run_1/pins.png
Pins as bars across the die edge, other pins in grey.
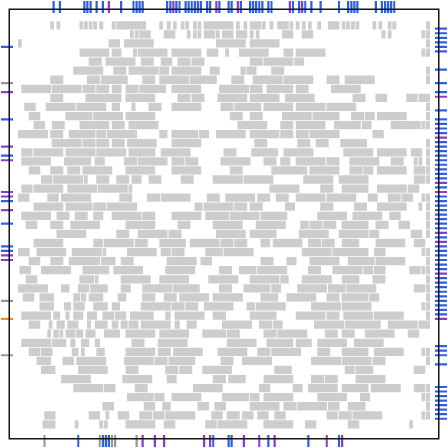
run_1/cell_classes.png
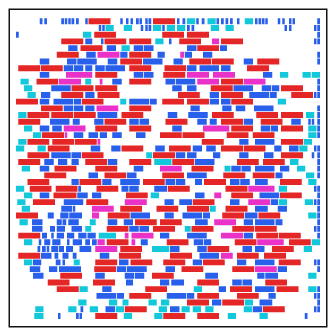
run_1/clock_map.png
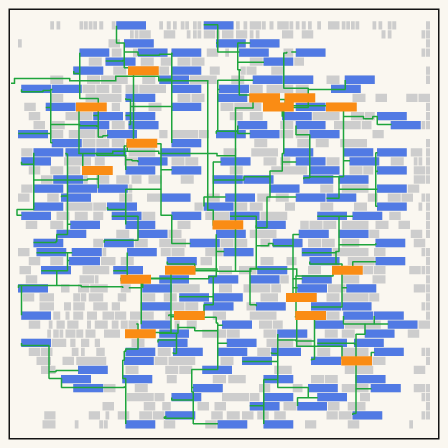
`src/rtl/pe_weight_loader.sv`:
```
// Weight-tile loader for a ROWS x COLS mac_pe array: buffers one tile, then bursts it bottom row
// first. Define WLOAD_SHIFT_SAT_EN to clamp each stored weight's shift field to MAX_SHIFT.
module pe_weight_loader #(
    parameter int unsigned ROWS      = 4,
    parameter int unsigned COLS      = 4,
    parameter int unsigned W_W       = 8,
    parameter int unsigned SUM_W     = 32,
    parameter int unsigned MAX_SHIFT = 11
) (
    input  logic                  clk,
    input  logic                  rst_n,
    input  logic                  start,
    input  logic                  abort,
    input  logic                  w_valid,
    output logic                  w_ready,
    input  logic [COLS*W_W-1:0]   w_data,
    output logic                  load_weight_en,
    output logic [COLS*SUM_W-1:0] col_sum,
    output logic                  busy,
    output logic                  done
);

    localparam int unsigned RowW = COLS * W_W;
    localparam int unsigned CntW = (ROWS > 1) ? $clog2(ROWS) : 1;
    localparam logic [CntW-1:0] LastRow = CntW'(ROWS - 1);
    localparam logic [3:0] MaxShift = 4'(MAX_SHIFT);
`ifdef WLOAD_SHIFT_SAT_EN
    localparam bit SatEn = 1'b1;
`else
    localparam bit SatEn = 1'b0;
`endif

    typedef enum logic [1:0] {StIdle, StFill, StBurst, StDone} state_e;

    state_e                 state_q, state_d;
    logic [CntW-1:0]        cnt_q, cnt_d;
    logic [RowW-1:0]        tile_q [ROWS];
    logic                   tile_we;
    logic [RowW-1:0]        wdata_sat;
    logic                   w_ready_q, w_ready_d;
    logic                   load_q, load_d;
    logic                   busy_q, busy_d;
    logic                   done_q, done_d;
    logic [COLS*SUM_W-1:0]  col_sum_q, col_sum_d;

    function automatic logic [RowW-1:0] sat_row(input logic [RowW-1:0] row);
        logic [RowW-1:0] r;
        r = row;
        for (int c = 0; c < int'(COLS); c++) begin
            if (SatEn && (row[c*W_W+4 +: 4] > MaxShift)) begin
                r[c*W_W+4 +: 4] = MaxShift;
            end
        end
        return r;
    endfunction

    function automatic logic [COLS*SUM_W-1:0] expand(input logic [RowW-1:0] row);
        logic [COLS*SUM_W-1:0] s;
        s = '0;
        for (int c = 0; c < int'(COLS); c++) begin
            s[c*SUM_W +: SUM_W] = SUM_W'(row[c*W_W +: W_W]);
        end
        return s;
    endfunction

    always_comb begin
        wdata_sat = sat_row(w_data);
    end

    always_comb begin
        state_d   = state_q;
        cnt_d     = cnt_q;
        tile_we   = 1'b0;
        w_ready_d = 1'b0;
        load_d    = 1'b0;
        busy_d    = 1'b0;
        done_d    = 1'b0;
        col_sum_d = '0;
        unique case (state_q)
            StIdle: begin
                if (start && !abort) begin
                    state_d   = StFill;
                    cnt_d     = '0;
                    w_ready_d = 1'b1;
                    busy_d    = 1'b1;
                end
            end
            StFill: begin
                if (abort) begin
                    state_d = StIdle;
                    cnt_d   = '0;
                end else begin
                    w_ready_d = 1'b1;
                    busy_d    = 1'b1;
                    if (w_valid && w_ready_q) begin
                        tile_we = 1'b1;
                        cnt_d   = cnt_q + CntW'(1);
                        // Last beat goes straight out as burst cycle 0 (bottom row first).
                        if (cnt_q == LastRow) begin
                            state_d   = StBurst;
                            cnt_d     = '0;
                            w_ready_d = 1'b0;
                            load_d    = 1'b1;
                            col_sum_d = expand(wdata_sat);
                        end
                    end
                end
            end
            StBurst: begin
                if (abort) begin
                    state_d = StIdle;
                    cnt_d   = '0;
                end else if (cnt_q == LastRow) begin
                    state_d = StDone;
                    cnt_d   = '0;
                    done_d  = 1'b1;
                end else begin
                    cnt_d     = cnt_q + CntW'(1);
                    load_d    = 1'b1;
                    busy_d    = 1'b1;
                    col_sum_d = expand(tile_q[LastRow - cnt_q - CntW'(1)]);
                end
            end
            StDone: begin
                state_d = StIdle;
            end
            default: begin
                state_d = StIdle;
            end
        endcase
    end

    always_ff @(posedge clk or negedge rst_n) begin
        if (!rst_n) begin
            state_q   <= StIdle;
            cnt_q     <= '0;
            w_ready_q <= 1'b0;
            load_q    <= 1'b0;
            busy_q    <= 1'b0;
            done_q    <= 1'b0;
            col_sum_q <= '0;
        end else begin
            state_q   <= state_d;
            cnt_q     <= cnt_d;
            w_ready_q <= w_ready_d;
            load_q    <= load_d;
            busy_q    <= busy_d;
            done_q    <= done_d;
            col_sum_q <= col_sum_d;
        end
    end

    always_ff @(posedge clk or negedge rst_n) begin
        if (!rst_n) begin
            for (int r = 0; r < int'(ROWS); r++) begin
                tile_q[r] <= '0;
            end
        end else if (tile_we) begin
            tile_q[cnt_q] <= wdata_sat;
        end
    end

    assign w_ready        = w_ready_q;
    assign load_weight_en = load_q;
    assign busy           = busy_q;
    assign done           = done_q;
    assign col_sum        = col_sum_q;

endmodule

```
`config.mk`:
```
export PLATFORM = sky130hd
export DESIGN_NAME = pe_weight_loader
export DESIGN_NICKNAME = d
export VERILOG_FILES = /design/src/rtl/pe_weight_loader.sv
export SDC_FILE = /design/constraint.sdc
export NUM_CORES = 1
export LEC_CHECK = 0
export CORE_MARGIN = 2
export CORE_UTILIZATION = 52
export DETAILED_ROUTE_END_ITERATION = 16
export PLACE_DENSITY_LB_ADDON = 0.12
export SLEW_MARGIN = 25
export SYNTH_ARGS = -nofsm -noshare
export SYNTH_HDL_FRONTEND = slang
export SYNTH_SLANG_ARGS = --single-unit
```
`constraint.sdc`:
```
create_clock -name clk -period 3.25 [get_ports clk]
set_input_delay 0.325 -clock clk [delete_from_list [all_inputs] [get_ports clk]]
set_output_delay 0.325 -clock clk [all_outputs]
set_load 0.03 [all_outputs]
```
==> out/qor_table.md, run 1 <==
| Quantity | Value | Unit |
| --- | --- | --- |
| Finish-stage setup viols | 0 | - |
| Post-Syn Instances | 533 | - |
| CTS tree | yes | - |
| Number of failing hold endpoints at the final stage | 0 | - |
| Flip-flops with a built-in enable | 0 | - |
| Top flip-flop cell by instance count after synthesis | dfrtp_1 | - |
| Clock sink count | 168 | - |
| Buffer cell driving the clock tree root | clkbuf_16 | - |
| Placed insts | 775 | - |
| Total negative slack | 0 | ns |
| Highest clock rate | 437 | MHz |
| Share of async-settable or async-resettable flops after synthesis | 1.00 | - |
| Cell count in the Yosys report | 533 | - |
| Yosys warnings | 0 | - |
| Fraction of layout instances using a drive strength above 1 | 0.311 | - |
| Category of the worst setup path launch point | flop | - |
| Global-route wire length before repair | 23.6 | mm |
| Post-route insts no fill | 808 | - |
| Worst-path cell chain | inv_1, ha_2, buf_4, mux4_2, a22o_1 | - |
| Most used standard cell by instance count after synthesis | dfrtp_1 | - |
| Routed Wire Length | 14.6 | mm |
| Standard cell with the maximum stage delay on the critical path | ha_2 | - |
| Min Clock Period, post-route | 2.29 | ns |
| Synth Cell Area | 8040 | sq um |
| Floorplan Utilization | 0.531 | - |
| Basic-gate share of the synthesized area counting and, or, nand and nor cells | 0.0160 | - |
| P_int | 4.89 | mW |
| Share of the cycle needed by the critical path after routing | 0.704 | - |
| Peak fanout along the critical path | 18 | - |
| Avg Synthesized Cell Area | 15.1 | sq um |
| Arrival time reported for the critical path endpoint | 2.59 | ns |
| Cell class contributing the biggest share of worst-path delay | adder cells | - |
| Share of power burned in registers | 0.431 | - |
| Clock transition at the registers of the reported paths | 0.06 | ns |
| Worst slew pin tran | 0.571 | ns |
| Pins over their slew limit | 0 | - |
| Switching pwr | 1.85 | mW |
| Chip area in the Yosys report | 8040 | sq um |
| HP Class | in2async | - |
| Number of antenna violations at the first check in global routing | 0 | - |
| Gate power share | 0.255 | - |
| Sequential fraction of the synthesis area | 0.523 | - |
| Grt total ovfl | 0 | - |
| Switching part of the total | 0.274 | - |
| Area fraction in xor and xnor cells | 0 | - |
| Residual DRC | 0 | - |
| Total power divided by cell area | 734 | nW/um^2 |
| Worst path max stage delay | 0.67 | ns |
| Core footprint | 15100 | sq um |
| Leading cell types by count after synthesis | 168 x dfrtp_1, 97 x mux2_2, 96 x buf_4 | - |
| Area enclosed by the die boundary | 16500 | sq um |
| Tally of OpenROAD warnings | 34 | - |
| Cell taking the most area after synthesis | dfrtp_1 | - |
| Static leakage power | 4.40 | nW |
| CTS Buf Count | 17 | - |
| H-tree depth | 4 | - |
| Register area | 4210 | sq um |
| Clock power share | 0.314 | - |
| Count of filler cells inserted in the layout | 1163 | - |
| Proportion of netlist area held by the largest area contributor | 0.523 | - |
| Overall via count from detail_route | 4282 | - |
| Headroom to the max-slew limit | 0.620 | - |
| Top cells by area | dfrtp_1 52%, mux2_2 14%, buf_4 9.0% | - |
| Max Buffers Root-to-Sink | 2 | - |
| Maximum VDD drop | 0.418 | mV |
| DRT iter0 DRCs | 291 | - |
| Total track usage | 0.189 | - |
| Via count of the first global-routing pass | 4386 | - |
| Pre-antenna DRT Iters | 6 | - |
| Type of the setup path with the least slack | reg2reg | - |
| Number of nets in the layout | 654 | - |
| Logic area | 3220 | sq um |
| Number of inserted diodes | 0 | - |
| Final routed wire length divided by cell count | 18.1 | microns |
| Max Cap Violations | 0 | - |
| Count of different cell masters after synthesis | 35 | - |
| Register bit total from synthesis | 168 | - |
| Run status | complete, no violations | - |
| HPWL after detailed placement | 9.24 | mm |
| Endpoint type of the worst setup path | flop | - |
| Compound-Gate Fraction of Synth Area | 0.0439 | - |
| Number of I/O port buffers | 72 | - |
| I/O pin cnt | 169 | - |
| Setup repair after global routing missed its margin | no | - |
## Picture notes: pins.png
Purple marks `w_data`, pins 32, direction input, edge 10 bottom, 8 right, 8 left, 6 top. Orange marks `abort`, pins 1, direction input, edge left. Blue marks `col_sum`, pins 128, direction output, edge 60 right, 51 top, 10 bottom, 7 left.
Chip Height: 128 microns
DIE WIDTH: 128 microns

## Picture notes: cell_classes.png
Blue marks all other logic, cells 334. Red marks flip-flops, cells 168. Magenta marks clock drivers and dummy loads, cells 32. Cyan marks other buffers and delay cells, cells 86.
num rows: 45
fraction of area in registers: 0.459
area of all placed cells without fillers: 9170 sq um
final core utilization: 0.605

## Picture notes: clock_map.png
Blue marks flip-flops, count 168. Green marks clock wires, length 1950 microns. Orange marks cells driving clock nets, count 17.
There are 18 routed clock nets.
Clock Latency Late Sink: 0.42 ns
largest clock skew in the final design: 0.00894 ns

==> run 1: through the flow <==
step | hold WS (ns) | utilization | power (mW) | area, sq um | setup slack (ns)
after global routing | 0.475 | 0.605 | 7.09 | 9170 | 0.722
after floorplan | 0.0294 | - | 4.30 | 8400 | 0.816
after detailed placement | 0.341 | 0.564 | 4.67 | 8540 | 0.879
final | 0.438 | 0.605 | 6.73 | 9170 | 0.961
after CTS | 0.449 | 0.605 | 6.79 | 9170 | 0.942
after global placement | 0.334 | 0.564 | 4.58 | 8540 | 0.906
==> run 1: per-layer routing <==
| layer | global-route usage | vias up | routed length, microns | part of all wire |
|---|---|---|---|---|
| met5 | 0 | - | 0 | 0 |
| met1 | 0.266 | 2263 | 6670 | 0.46 |
| met4 | 0.0465 | 0 | 129 | 0.0088 |
| met2 | 0.299 | 128 | 7190 | 0.49 |
| li1 | - | 1877 | - | - |
| met3 | 0.0466 | 14 | 603 | 0.041 |
==> run 1: worst paths after layout <==
| kind | slack [ns] | from | depth (start not counted) | to |
|---|---|---|---|---|
| min in group clk | 0.48 | tile_q[19] | 1 | tile_q[19] |
| max reg2reg | 0.96 | cnt_q[0] | 5 | col_sum[6] |
| max in group asynchronous | 2.03 | rst_n | 3 | col_sum[6] |
| min reg2reg | 0.48 | tile_q[19] | 1 | tile_q[19] |
| min | 0.44 | rst_n | 2 | w_ready |
| max | 0.96 | cnt_q[0] | 5 | col_sum[6] |
==> run 1: flip-flops by register name, indices dropped and copies added, names as in the netlist <==
register,count
state_q,2
col_sum,32
w_ready,1
tile_q,128
cnt_q,2
done,1
load_weight_en,1
busy,1
==> run 1: kinds of logic (layout without fill, tap and decap cells) <==
kind of cell	count (synthesis)	count (layout)
buffers and inverters	132	124
AOI/OAI and AO/OA	41	41
DFF	168	168
other	1	96
adders and majority gates	10	10
and+or+nand+nor	18	18
muxes	163	163
==> run 1: area by class of cell <==
type                    instances  area share
multi-input cells             328       0.351
repair buffers                 86      0.0946
clock buffers                  21      0.0491
clock inverters                11      0.0186
flip-flops and latches        168       0.459
inverters                       6     0.00246
well taps                     188      0.0257
==> run 1: power groups by stage <==
stage	combinational [mW]	sequential, mW	clock, mW
2_1_floorplan	1.47	2.84	0
3_3_place_gp	1.67	2.91	0
3_5_place_dp	1.73	2.94	0
4_1_cts	1.73	2.90	2.16
5_1_grt	1.86	2.97	2.26
6_report	1.71	2.90	2.12
==> run 1: cell usage in the layout (no fill, tap or decap), drive strengths merged, types with 3 or more instances in the layout <==
cell type        n
mux4            32
bufinv           4
mux2           128
inv              7
conb            96
dfrtp          168
ha              10
mux2i            3
and3             3
buf             14
clkinv           6
a22o            33
nand2            3
clkbuf          21
clkdlybuf4s50   71
==> run 1: timing repair <==
action,in CTS,in global routing
setup endpoints to repair,0,0
resized,0,0
endpoints found under the hold margin,56,0
hold buffers,1,0
==> run 2: changes to the inputs <==
Settings changed: CORE_UTILIZATION 52 to 47.
Clock period 3.25 ns to 1.9 ns, I/O delays scaled along.
run_2/final_congestion.png
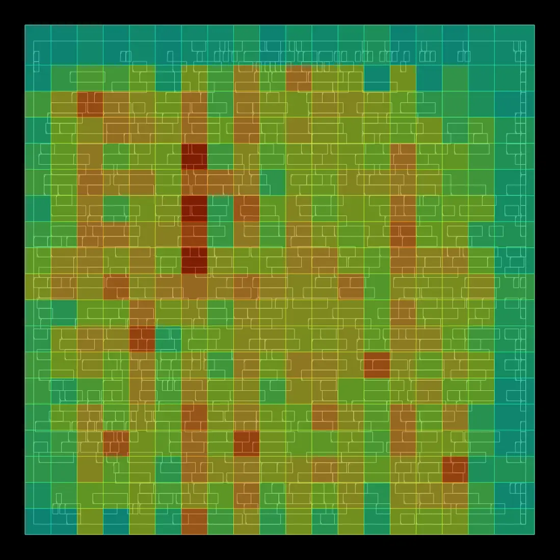
met3 GRT Util: 0.0349
busiest metal layer after global routing: met2

==> run 2 against run 1 <==
Power grew 69%. Utilization shrank 4.1 points. First-iteration DRC count shrank 45%. Non-clock buffer count grew 13. Clock skew shrank 0.0012 ns. Synthesized cell count is the same. Sequential cell count is the same. Highest routed layer unchanged. Critical path depth is the same.
==> out/qor_table.md, run 2 <==
| Quantity | Value | Unit | vs previous |
| --- | --- | --- | --- |
| Pins over their slew limit | 0 | - | unchanged |
| Yosys warnings | 0 | - | unchanged |
| Reg2reg path depth | 5 | - | unchanged |
| Residual DRC | 0 | - | unchanged |
| Most frequent standard cell in the layout excluding fill and tap cells | dfrtp_1 | - | unchanged |
| Leading cell types by count after synthesis | 168 x dfrtp_1, 97 x mux2_2, 96 x buf_4 | - | unchanged |
| Total power draw | 11.4 | mW | was 6.73 mW |
| Type of the setup path with the least slack | reg2reg | - | unchanged |
| Clock Latency Late Sink | 0.42 | ns | about the same |
| Register bit total from synthesis | 168 | - | unchanged |
| Arrival time reported for the critical path endpoint | 2.10 | ns | was 2.59 ns |
| Max Cap Violations | 0 | - | unchanged |
| Final routed wire length divided by cell count | 17.8 | microns | was 18.1 microns |
| Highest clock rate | 555 | MHz | was 437 MHz |
| Tally of OpenROAD warnings | 35 | - | was 34 |
| Global-route wire length before repair | 24.6 | mm | was 23.6 mm |
| Post-CTS setup buffer count | 0 | - | unchanged |
| CTS tree | yes | - | unchanged |
| DRT iter0 DRCs | 160 | - | was 291 |
| Most used standard cell by instance count after synthesis | dfrtp_1 | - | unchanged |
| Number of I/O port buffers | 72 | - | unchanged |
| Worst flop-to-flop path endpoint | col_sum[102] | - | was col_sum[6] |
| Commonest cells after routing, fill and taps aside | 167 x dfrtp_1, 97 x mux2_2, 96 x conb_1 | - | unchanged |
| Category of the worst setup path launch point | flop | - | unchanged |
| Worst R2R Start | cnt_q[1] | - | was cnt_q[0] |
| Dpl ws | 0.0702 | ns | was 0.879 ns |
| Min Clock Period, post-route | 1.80 | ns | was 2.29 ns |
| Routed Wire Length | 15.2 | mm | was 14.6 mm |
| Post-route insts no fill | 853 | - | was 808 |
| Most flops, register | tile_q | - | unchanged |
| Top flip-flop cell by instance count after synthesis | dfrtp_1 | - | unchanged |
| Overall via count from detail_route | 4318 | - | was 4282 |
| Total power divided by cell area | 1210 | nW/um^2 | was 734 nW/um^2 |
| Final core utilization | 0.564 | - | was 0.605 |
| Finish-stage setup viols | 0 | - | unchanged |
| Num rows | 47 | - | was 45 |
| Clock transition at the registers of the reported paths | 0.06 | ns | about the same |
| Core footprint | 16600 | sq um | was 15100 sq um |
| Endpoint type of the worst setup path | flop | - | unchanged |
| Count of different cell masters after synthesis | 35 | - | unchanged |
| Flop2flop setup slack | 0.1 | ns | was 0.96 ns |
| Post-Syn Instances | 533 | - | unchanged |
| Avg Synthesized Cell Area | 15.1 | sq um | unchanged |
| Synth Cell Area | 8040 | sq um | unchanged |
| H-tree depth | 4 | - | unchanged |
| Number of nets in the layout | 667 | - | was 654 |
| Via count of the first global-routing pass | 4412 | - | was 4386 |
| Sequential fraction of the synthesis area | 0.523 | - | unchanged |
| Setup repair after global routing missed its margin | yes | - | was no |
| HP Class | in2async | - | unchanged |
| Peak fanout along the critical path | 21 | - | was 18 |
| Number of failing hold endpoints at the final stage | 0 | - | unchanged |
| Top cells by area | dfrtp_1 52%, mux2_2 14%, buf_4 9.0% | - | unchanged |
| Cell taking the most area after synthesis | dfrtp_1 | - | unchanged |
| Chip Height | 135 | microns | was 128 microns |
| Basic-gate share of the synthesized area counting and, or, nand and nor cells | 0.0160 | - | unchanged |
| HPWL after detailed placement | 9.82 | mm | was 9.24 mm |
| Grt total ovfl | 0 | - | unchanged |
| CTS Buf Count | 17 | - | unchanged |
| Run status | complete, no violations | - | unchanged |
| Chip area in the Yosys report | 8040 | sq um | unchanged |
| I/O pin cnt | 169 | - | unchanged |
| Number of antenna violations at the first check in global routing | 0 | - | unchanged |
| Compound-Gate Fraction of Synth Area | 0.0439 | - | unchanged |
| Mux cell area share after synthesis | 0.277 | - | unchanged |
| Total track usage | 0.178 | - | was 0.189 |
| Fraction of layout instances using a drive strength above 1 | 0.332 | - | was 0.311 |
| Clock sink count | 168 | - | unchanged |
| DIE WIDTH | 135 | microns | was 128 microns |
| Number of flip-flops in the largest register | 128 | - | unchanged |
| Number of inserted diodes | 0 | - | unchanged |
| Area enclosed by the die boundary | 18200 | sq um | was 16500 sq um |
| Cell count in the Yosys report | 533 | - | unchanged |
| Maximum VDD drop | 0.713 | mV | was 0.418 mV |
| Share of async-settable or async-resettable flops after synthesis | 1.00 | - | unchanged |
| Buffer cell driving the clock tree root | clkbuf_16 | - | unchanged |
| Floorplan Utilization | 0.483 | - | was 0.531 |
| Placed insts | 820 | - | was 775 |
| Area fraction in xor and xnor cells | 0 | - | unchanged |
| Flip-flops with a built-in enable | 0 | - | unchanged |
| Pre-antenna DRT Iters | 4 | - | was 6 |
| Proportion of netlist area held by the largest area contributor | 0.523 | - | unchanged |
run_2/clock_map.png
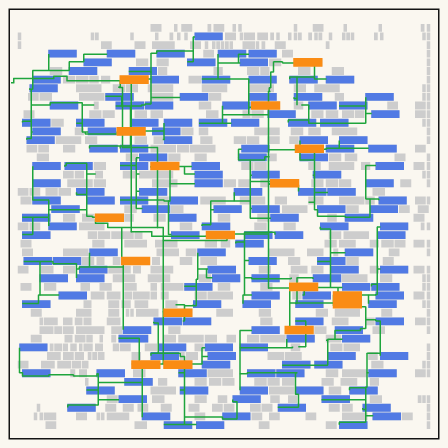
Green marks clock wires, length 1900 microns. Blue marks flip-flops, count 168. Orange marks cells driving clock nets, count 17.
Position of the flops: all over the die. There are 18 routed clock nets.
clock power share: 0.290
largest clock skew in the final design: 0.00769 ns

-- run 2: cell counts after synthesis --
No cell type changed its count.
-- run 2: critical path: stages, from the launching register on --
cell     delay [ns]
dfrtp_1        0.41
inv_1          0.11
ha_2           0.39
buf_12         0.20
mux4_2         0.31
a22o_1         0.26
-- run 2: power by group --
part / internal (mW) / switching (mW)
combinational: 1.76 / 1.37
clock: 1.89 / 1.42
sequential: 4.48 / 0.448
-- run 2: area by class of cell --
cell class	instances	area, sq um
fill	1350	7250
inverter	6	22.5
timing repair buffer	99	1090
tap	220	275
clock buffer	19	453
clock inverter	13	124
multi-input combinational	328	3220
sequential	168	4210
-- run 2: logic make-up (layout without fill, tap and decap cells) --
| group | count (synthesis) | after routing |
|---|---|---|
| AND/OR/NAND/NOR | 18 | 18 |
| buffers and inverters | 132 | 137 |
| other | 1 | 96 |
| adder cells (fa/ha/maj) | 10 | 10 |
| flip-flops | 168 | 168 |
| multiplexers | 163 | 163 |
| AND-OR/OR-AND | 41 | 41 |
-- run 2: worst max-delay path by stage --
| stage | start | end | slack [ns] |
|---|---|---|---|
| 2_1_floorplan | cnt_q[0] | col_sum[35] | 0.007 |
| 5_1_grt | state_q[1] | col_sum[33] | -0.007 |
| 3_3_place_gp | abort | tile_q[12] | 0.09 |
| 4_1_cts | state_q[1] | col_sum[101] | 0.03 |
| 3_5_place_dp | abort | tile_q[31] | 0.07 |
| 6_report | cnt_q[1] | col_sum[102] | 0.1 |
-- run 2: metrics by stage --
stage	hold WS [ns]	instance area, sq um	TNS (ns)
final	0.243	9390	0
after global routing	0.280	9390	-0.0115
after CTS	0.247	9390	0
after detailed placement	0.130	8800	0
after global placement	0.126	8800	0
after floorplan	-0.106	8450	0
-- run 2: timing repair --
| item | in CTS | in global routing |
|---|---|---|
| resized | 0 | 1 |
| hold buffers | 1 | 0 |
| hold endpoints to repair | 38 | 0 |
| setup endpoints to repair | 0 | 16 |
-- run 2: routing by layer --
layer,wire [microns],vias to the layer above
li1,-,1924
met1,6920,2254
met2,7510,123
met3,529,17
met4,199,0
met5,0,-
==> run 3: changes to the inputs <==
Settings changed: CORE_MARGIN 2 to unset, CORE_UTILIZATION 47 to 55, GPL_ROUTABILITY_DRIVEN set to 0.
Clock period 1.9 ns to 2.34 ns, I/O delays scaled along.
run_3/cell_classes.png
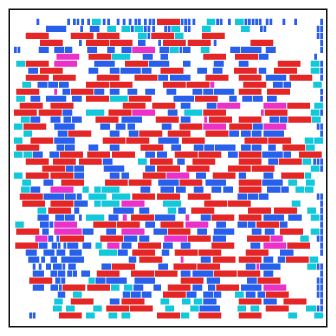
Magenta marks clock drivers and dummy loads, cells 29. Cyan marks other buffers and delay cells, cells 90. Red marks flip-flops, cells 168. Blue marks all other logic, cells 334.
area of all placed cells without fillers: 9200 sq um
final core utilization: 0.652
fraction of area in registers: 0.457
num rows: 43

==> run 3 against run 2 <==
Utilization grew 8.8 points. Sequential power decreased by 19%. Largest cell class unchanged. Worst setup slack improved by 0.14 ns. Routed wire length is 4.3% lower. Synthesized cell count is the same. Critical path type unchanged.
==> out/qor_table.md, run 3 <==
| Quantity | Value | Unit | vs previous |
| --- | --- | --- | --- |
| Run status | complete, no violations | - | unchanged |
| Top cells by area | dfrtp_1 52%, mux2_2 14%, buf_4 9.0% | - | unchanged |
| Type of the setup path with the least slack | reg2reg | - | unchanged |
| Crit. Startpoint | state_q[1] | - | was cnt_q[1] |
| Synth Cell Area | 8040 | sq um | unchanged |
| Count of different cell masters after synthesis | 35 | - | unchanged |
| Most flops, register | tile_q | - | unchanged |
| Post-CTS setup buffer count | 0 | - | unchanged |
| Static leakage power | 4.42 | nW | was 4.48 nW |
| Number of failing hold endpoints at the final stage | 0 | - | unchanged |
| Floorplan Utilization | 0.570 | - | was 0.483 |
| Min Clock Period, post-route | 2.10 | ns | was 1.80 ns |
| Flip-flops with a built-in enable | 0 | - | unchanged |
| DRT iter0 DRCs | 169 | - | was 160 |
| Clock transition at the registers of the reported paths | 0.06 | ns | about the same |
| Total negative slack | 0 | ns | unchanged |
| Core footprint | 14100 | sq um | was 16600 sq um |
| Cell taking the most area after synthesis | dfrtp_1 | - | unchanged |
| Category of the worst setup path launch point | flop | - | unchanged |
| Share of async-settable or async-resettable flops after synthesis | 1.00 | - | unchanged |
| Arrival time reported for the critical path endpoint | 2.40 | ns | was 2.10 ns |
| Max Cap Violations | 0 | - | unchanged |
| Register bit total from synthesis | 168 | - | unchanged |
| Setup crit end | tile_q[88] | - | was col_sum[102] |
| Endpoint type of the worst setup path | flop | - | unchanged |
| Total track usage | 0.212 | - | was 0.178 |
| Buffer cell driving the clock tree root | clkbuf_16 | - | unchanged |
| H-tree depth | 4 | - | unchanged |
| Final routed wire length divided by cell count | 18.1 | microns | was 17.8 microns |
| Peak fanout along the critical path | 12 | - | was 21 |
| Via count of the first global-routing pass | 4514 | - | was 4412 |
| Pins over their slew limit | 0 | - | unchanged |
| Setup repair after global routing missed its margin | no | - | was yes |
| Worst slew pin tran | 0.614 | ns |  |
| Chip area in the Yosys report | 8040 | sq um | unchanged |
| Residual DRC | 0 | - | unchanged |
| Cell count in the Yosys report | 533 | - | unchanged |
| Maximum VDD drop | 0.698 | mV | was 0.713 mV |
| Dpl cell area | 8660 | sq um | was 8800 sq um |
| Most used standard cell by instance count after synthesis | dfrtp_1 | - | unchanged |
| Grt total ovfl | 0 | - | unchanged |
| Resized cells post-CTS | 0 | - | unchanged |
| Critical Path RT | 2.64 | ns | was 2.20 ns |
| CTS Buf Count | 17 | - | unchanged |
| Total power divided by cell area | 987 | nW/um^2 | was 1210 nW/um^2 |
| Post-route insts no fill | 801 | - | was 853 |
| Headroom to the max-slew limit | 0.591 | - |  |
| Clock Latency Late Sink | 0.42 | ns | about the same |
| Avg Synthesized Cell Area | 15.1 | sq um | unchanged |
| Top flip-flop cell by instance count after synthesis | dfrtp_1 | - | unchanged |
| Tally of OpenROAD warnings | 35 | - | unchanged |
| Post-Syn Instances | 533 | - | unchanged |
| Worst flop-to-flop path endpoint | tile_q[88] | - | was col_sum[102] |
| Sequential fraction of the synthesis area | 0.523 | - | unchanged |
| Leading cell types by count after synthesis | 168 x dfrtp_1, 97 x mux2_2, 96 x buf_4 | - | unchanged |
| Smallest hold slack | 0.330 | ns | was 0.243 ns |
| Minimum setup slack in the final design | 0.242 | ns | was 0.0995 ns |
| Max Buffers Root-to-Sink | 2 | - | unchanged |
| Proportion of netlist area held by the largest area contributor | 0.523 | - | unchanged |
| Number of nets in the layout | 658 | - | was 667 |
| Most frequent standard cell in the layout excluding fill and tap cells | dfrtp_1 | - | unchanged |
| Reg2reg path depth | 6 | - | was 5 |
| Flop2flop setup slack | 0.24 | ns | was 0.1 ns |
| Number of flip-flops in the largest register | 128 | - | unchanged |
| Pre-antenna DRT Iters | 4 | - | unchanged |
| Count of filler cells inserted in the layout | 1012 | - | was 1350 |
| HP Class | in2async | - | unchanged |
| Share of the cycle needed by the critical path after routing | 0.896 | - | was 0.948 |
| Largest clock skew in the final design | 0.00744 | ns | was 0.00769 ns |
| Area delta synth->final | 14.4 | % | was 16.8% |
| Drt via density | 5.34 | - | was 5.06 |
| Overall via count from detail_route | 4278 | - | was 4318 |
| HPWL after detailed placement | 9.24 | mm | was 9.82 mm |
| Maximum number of pins on one net before global-route repair | 61 | - | was 47 |
| Fraction of layout instances using a drive strength above 1 | 0.309 | - | was 0.332 |
| Finish-stage setup viols | 0 | - | unchanged |
| Routed Wire Length | 14.5 | mm | was 15.2 mm |
| Global-route wire length before repair | 23.6 | mm | was 24.6 mm |
| Dpl ws | 0.205 | ns | was 0.0702 ns |
| Worst R2R Start | state_q[1] | - | was cnt_q[1] |
| Number of antenna violations at the first check in global routing | 0 | - | unchanged |
| Area enclosed by the die boundary | 15100 | sq um | was 18200 sq um |
| Commonest cells after routing, fill and taps aside | 167 x dfrtp_1, 97 x mux2_2, 96 x conb_1 | - | unchanged |
| CTS tree | yes | - | unchanged |
| Highest clock rate | 477 | MHz | was 555 MHz |
| Yosys warnings | 0 | - | unchanged |
| Clock sink count | 168 | - | unchanged |
| I/O pin cnt | 169 | - | unchanged |
| Placed insts | 771 | - | was 820 |
| Count of nets left with antenna violations after detail routing | 0 | - | unchanged |
| Number of inserted diodes | 0 | - | unchanged |
run_3/pins.png
Pins as bars across the die edge, other pins in grey.
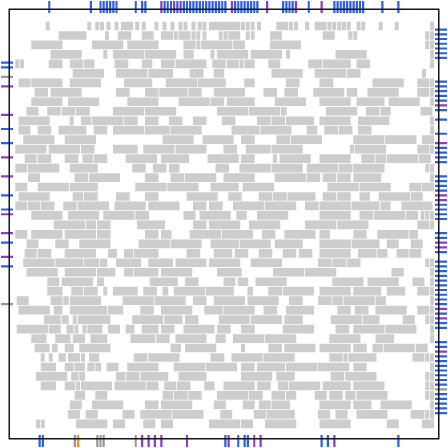
Purple marks `w_data`, pins 32, direction input, edge 9 bottom, 9 right, 7 top, 7 left. Blue marks `col_sum`, pins 128, direction output, edge 57 right, 54 top, 9 bottom, 8 left. Orange marks `abort`, pins 1, direction input, edge bottom.
All pins by edge: 67 right, 61 top, 24 bottom, 17 left.
DIE WIDTH: 123 microns
number of I/O port buffers: 72
Chip Height: 123 microns

-- run 3: what timing repair did --
item / 4_1_cts / 5_1_grt
setup endpoints to repair: 0 / 0
hold buffers: 1 / 0
endpoints found under the hold margin: 49 / 0
-- run 3: logic make-up (layout without fill, tap and decap cells) --
logic type | after synthesis | after routing | share of synthesized area
fa+ha+maj | 10 | 10 | 0.0156
other cells | 1 | 96 | 0.000466
mux | 163 | 163 | 0.277
compound gates | 41 | 41 | 0.0439
flops | 168 | 168 | 0.523
simple gates | 18 | 18 | 0.0160
buf+inv | 132 | 125 | 0.124
-- run 3: worst min-delay path by stage --
stage	slack [ns]	endpoint	depth (start not counted)
after floorplan	-0.06	busy	0
after global placement	0.20	tile_q[2]	1
after detailed placement	0.22	tile_q[2]	1
after CTS	0.35	tile_q[2]	2
after global routing	0.38	tile_q[2]	2
final	0.33	tile_q[2]	2
-- run 3: metrics by stage --
stage | power [mW] | utilization
global placement | 6.44 | 0.614
global route | 9.56 | 0.652
detailed placement | 6.58 | 0.614
floorplan | 5.98 | -
CTS | 9.16 | 0.652
finish | 9.08 | 0.652
-- run 3: cell type report --
type / count / area (sq um) / area share
Clock buffer: 25 / 485 / 0.0528
Clock inverter: 4 / 45.0 / 0.00490
Inverter: 6 / 22.5 / 0.00245
Multi-Input combinational cell: 328 / 3220 / 0.350
Sequential cell: 168 / 4210 / 0.457
Tap cell: 180 / 225 / 0.0245
Timing Repair Buffer: 90 / 997 / 0.108
-- run 3: per-layer routing --
metal	up-vias	track usage	wire length, microns
li1	1888	-	-
met1	2253	0.280	6390
met2	127	0.354	7460
met3	10	0.0475	539
met4	0	0.0602	120
met5	-	0	0
-- run 3: worst max-delay path, cell delays in order (launching register included) --
cell and delay [ns]:
dfrtp_1 0.40, inv_1 0.13, ha_1 0.26, nor2b_2 0.27, and4_2 0.31, buf_4 0.25
mux2_2 0.36
-- run 3: power breakdown --
group	total [mW]	switching (mW)	internal, mW	leakage (nW)
sequential	4.00	0.361	3.64	2.26
clock	2.57	1.05	1.53	0.263
combinational	2.50	1.10	1.41	1.89
total	9.08	2.50	6.58	4.42
Power is estimated from default activity; no workload was simulated.
